`src/rtl/mac_sequencer.sv`:
```
// Sequences a single MAC through an N-element dot product read from two operand RAMs.
// Optional abort support is compiled in when MAC_SEQ_ABORT_EN is defined.
module mac_sequencer #(
  parameter int unsigned DATA_W = 16,
  parameter int unsigned RES_W  = 32,
  parameter int unsigned ADDR_W = 8
) (
  input  logic              i_clk,
  input  logic              i_rst_n,
  input  logic              i_start,
  input  logic [ADDR_W:0]   i_len,
  output logic              o_busy,
  output logic [RES_W-1:0]  o_result,
  output logic              o_result_valid,
  output logic              o_mem_rd,
  output logic [ADDR_W-1:0] o_mem_addr,
  input  logic [DATA_W-1:0] i_mem_a,
  input  logic [DATA_W-1:0] i_mem_b,
  output logic [DATA_W-1:0] o_mac_a,
  output logic [DATA_W-1:0] o_mac_b,
  output logic              o_mac_en,
  output logic              o_mac_retro,
  input  logic [RES_W-1:0]  i_mac_out,
  input  logic              i_mac_done
`ifdef MAC_SEQ_ABORT_EN
  ,
  input  logic              i_abort,
  output logic              o_aborted
`endif
);

  localparam logic [1:0] S_IDLE  = 2'd0;
  localparam logic [1:0] S_FETCH = 2'd1;
  localparam logic [1:0] S_FLUSH = 2'd2;
  localparam logic [1:0] S_WAIT  = 2'd3;

  localparam logic [ADDR_W:0] LEN_MAX = {1'b1, {ADDR_W{1'b0}}};

  logic [1:0]        r_state;
  logic              r_busy;
  logic [RES_W-1:0]  r_result;
  logic              r_result_valid;
  logic              r_mem_rd;
  logic [ADDR_W-1:0] r_mem_addr;
  logic [ADDR_W-1:0] r_last;
  logic              r_mac_en;
  logic              r_mac_retro;
  logic [DATA_W-1:0] r_a_hold;
  logic [DATA_W-1:0] r_b_hold;
  logic              r_aborted;

  logic [ADDR_W:0]   w_len_clamped;
  logic [ADDR_W:0]   w_len_m1;
  logic              w_abort;

  assign w_len_clamped = (i_len > LEN_MAX) ? LEN_MAX : i_len;
  assign w_len_m1      = w_len_clamped - {{ADDR_W{1'b0}}, 1'b1};

`ifdef MAC_SEQ_ABORT_EN
  assign w_abort   = i_abort && r_busy;
  assign o_aborted = r_aborted;
`else
  assign w_abort   = 1'b0;
`endif

  always_ff @(posedge i_clk or negedge i_rst_n) begin
    if (!i_rst_n) begin
      r_state        <= S_IDLE;
      r_busy         <= 1'b0;
      r_result       <= '0;
      r_result_valid <= 1'b0;
      r_mem_rd       <= 1'b0;
      r_mem_addr     <= '0;
      r_last         <= '0;
      r_mac_en       <= 1'b0;
      r_mac_retro    <= 1'b0;
      r_a_hold       <= '0;
      r_b_hold       <= '0;
      r_aborted      <= 1'b0;
    end else begin
      r_result_valid <= 1'b0;
      r_aborted      <= 1'b0;
      // Issue stage trails the read by one cycle; RAM data lands in that cycle.
      r_mac_en       <= r_mem_rd;
      r_mac_retro    <= r_mem_rd && (r_mem_addr != '0);
      if (r_mac_en) begin
        r_a_hold <= i_mem_a;
        r_b_hold <= i_mem_b;
      end
      if (w_abort) begin
        r_state     <= S_IDLE;
        r_busy      <= 1'b0;
        r_mem_rd    <= 1'b0;
        r_mac_en    <= 1'b0;
        r_mac_retro <= 1'b0;
        r_aborted   <= 1'b1;
      end else begin
        case (r_state)
          S_IDLE: begin
            if (i_start) begin
              if (i_len != '0) begin
                r_state    <= S_FETCH;
                r_busy     <= 1'b1;
                r_mem_rd   <= 1'b1;
                r_mem_addr <= '0;
                r_last     <= w_len_m1[ADDR_W-1:0];
              end else begin
                r_result       <= '0;
                r_result_valid <= 1'b1;
              end
            end
          end
          S_FETCH: begin
            if (r_mem_addr == r_last) begin
              r_mem_rd <= 1'b0;
              r_state  <= S_FLUSH;
            end else begin
              r_mem_addr <= r_mem_addr + 1'b1;
            end
          end
          S_FLUSH: r_state <= S_WAIT;
          S_WAIT: begin
            if (i_mac_done) begin
              r_result       <= i_mac_out;
              r_result_valid <= 1'b1;
              r_busy         <= 1'b0;
              r_state        <= S_IDLE;
            end
          end
          default: r_state <= S_IDLE;
        endcase
      end
    end
  end

  assign o_busy         = r_busy;
  assign o_result       = r_result;
  assign o_result_valid = r_result_valid;
  assign o_mem_rd       = r_mem_rd;
  assign o_mem_addr     = r_mem_addr;
  assign o_mac_en       = r_mac_en;
  assign o_mac_retro    = r_mac_retro;
  // Operands pass straight from the RAM while issuing, otherwise hold the last issued pair.
  assign o_mac_a        = r_mac_en ? i_mem_a : r_a_hold;
  assign o_mac_b        = r_mac_en ? i_mem_b : r_b_hold;

endmodule

```
`config.mk`:
```
export PLATFORM = sky130hd
export DESIGN_NAME = mac_sequencer
export DESIGN_NICKNAME = d
export VERILOG_FILES = /design/src/rtl/mac_sequencer.sv
export SDC_FILE = /design/constraint.sdc
export NUM_CORES = 1
export LEC_CHECK = 0
export CAP_MARGIN = 25
export CORE_MARGIN = 3
export CORE_UTILIZATION = 30
export CTS_CLUSTER_DIAMETER = 200
export DETAILED_ROUTE_END_ITERATION = 12
export DONT_BUFFER_PORTS = 1
export PLACE_DENSITY = 0.43
export REMOVE_ABC_BUFFERS = 1
export SLEW_MARGIN = 25
export SYNTH_ARGS = -nofsm -noshare
export SYNTH_HDL_FRONTEND = slang
export SYNTH_SLANG_ARGS = --single-unit
```
`constraint.sdc`:
```
create_clock -name i_clk -period 1.9 [get_ports i_clk]
set_input_delay 0.38 -clock i_clk [delete_from_list [all_inputs] [get_ports i_clk]]
set_output_delay 0.38 -clock i_clk [all_outputs]
set_load 0.02 [all_outputs]
```
Fig. 1: met1 routing
Scale bar: 20 um. Supply wires on this layer in gray.
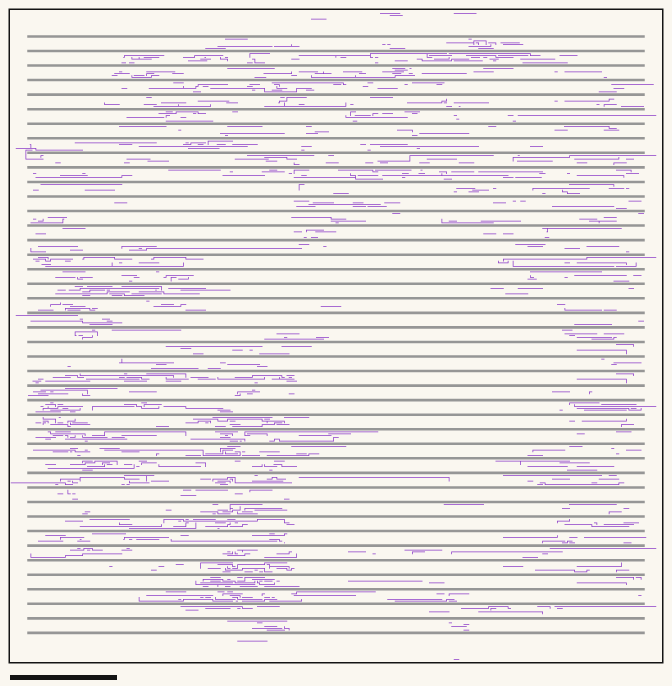
wire length on this layer: 3580 um
main direction: horizontal
longest straight run: 29.0 um
nets with wire on the layer: 405
share of all routed wire: 40%
met1 Track Usage GR: 14.07%
via count: 2593
Total Wirelength: 9.008 mm

Fig. 2: signal wires on met2
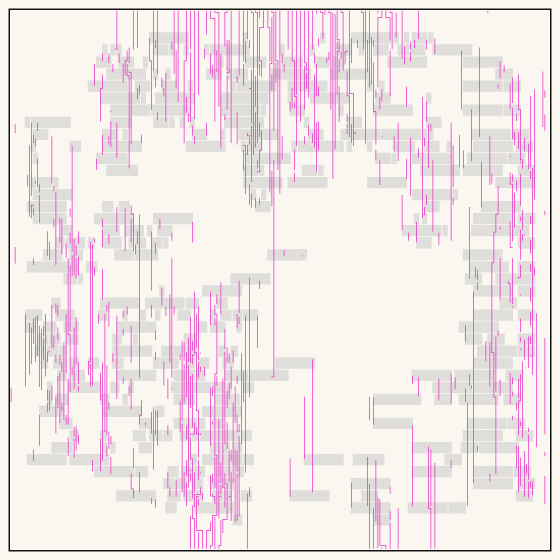
longest straight run: 48.8 um
share of all routed wire: 49%
global routing met2 resource utilization: 19.44%

Fig. 3: the metal 3 layer
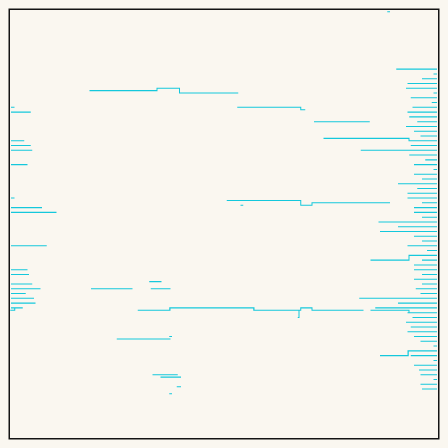
nets with wire on the layer: 93
longest straight run: 24.2 um
share of all routed wire: 9.6%
wire length on this layer: 866 um
main direction: horizontal
global-route met3 utilization: 5.617%

Fig. 4: signal wires on met4
Scale bar: 20 um. Supply wires on this layer in gray.
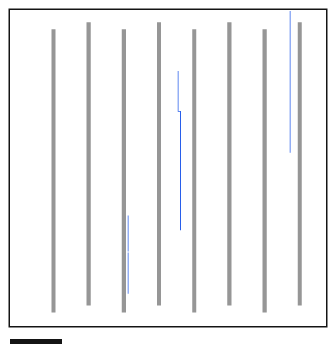
main direction: vertical
nets with wire on the layer: 4
share of all routed wire: 1.6%
wire length on this layer: 146 um

Fig. 5: track usage over the die
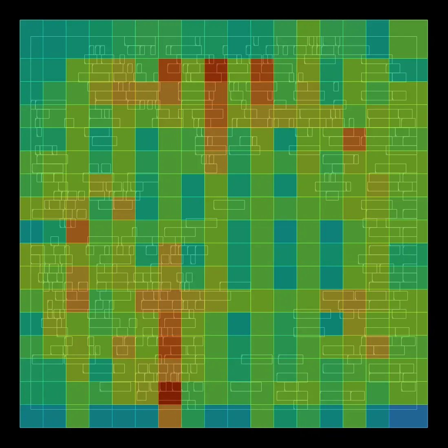
post-layout utilization of the core: 36.58%
overall fraction of global-route tracks in use: 12.04%
layer with the highest usage: met2
wire length per cell after detailed routing: 16.41 um

==> design notes <==
The run finished, with violations left. The checks that failed: hold timing. The logs give 0.1159 ns for the final critical-path setup slack and 11 for the clock tree buffer count of the final layout.

The critical path's slowest stage uses the library cell or4_1. The post-route worst hold slack came out at -0.2676 ns. The transition time recorded at the tightest slew-check pin is 0.4107 ns.

Per the OpenROAD floorplan log, the area of the core is 0.01288 mm^2. Yosys printed 0 warnings. The floorplan has 41 rows. The final design was reported to hold multi-input combinational gates totalling 211. Buffers added to address setup during post-CTS repair amount to 0. After Yosys synthesis, full adders, half adders and majority gates account for 2.173% of the synthesized area. Per STA, the worst path accumulates the most delay in the family simple AND/OR/NAND/NOR gates.

The final setup violation count was 0; the worst-skew pair later-pin latency was 0.34 ns. Yosys reports that the most numerous cell types are 87 x dfrtp_1, 43 x nand2_1, 42 x inv_1. The class of the worst hold path is in -> async.

The clock tree synthesis step divided the H-tree into 3 levels. Post-synthesis, Yosys gives the total cell area as 0.004030 mm^2. The total buffers and inverters traversed by the critical path is 1.

The data arrival time reported for the critical path is 2.05 ns. The fraction of final cell area spent on clock buffers and inverters in this run is 6.987%. The synthesized-area fraction occupied by xor and xnor cells works out to 2.608%. The total placed cells including tap cells is 533, and the final-stage net count is 457. Number of flip-flops and latches: 87. The run gives 0 for the count of buffers inserted at the top-level ports. The number of hold violations in the final report is 87. The final layout report lists a filler cell count of 1297. The tree is rooted in a clkbuf_16. Number of logic stages on the critical path including buffering: 6. The total count of max-transition violations in the final report is 0, and the number of signal-net inverters in the final layout is 42. Library cell with the largest summed area after synthesis: dfrtp_1. The category of the worst setup path capture point is a flip-flop.

The maximum cell stage delay along the critical path works out to 0.53 ns. Sorting the synthesized cells by area gives the leading types as dfrtp_1 54%, mux2i_1 9.2%, mux2_2 8.9%. Worst flop-to-flop path startpoint: r_state[1]. In this run the register-to-register setup slack is 0.12 ns. The fraction of post-synthesis cell area in the top cell type by area works out to 54.02%. Per the post-route antenna check, the number of violating nets is 0. With the timing-limited maximum frequency at 0.5605 GHz, the count of non-CTS buffers in the layout is 22. The run gives 172 for the tap cell count.
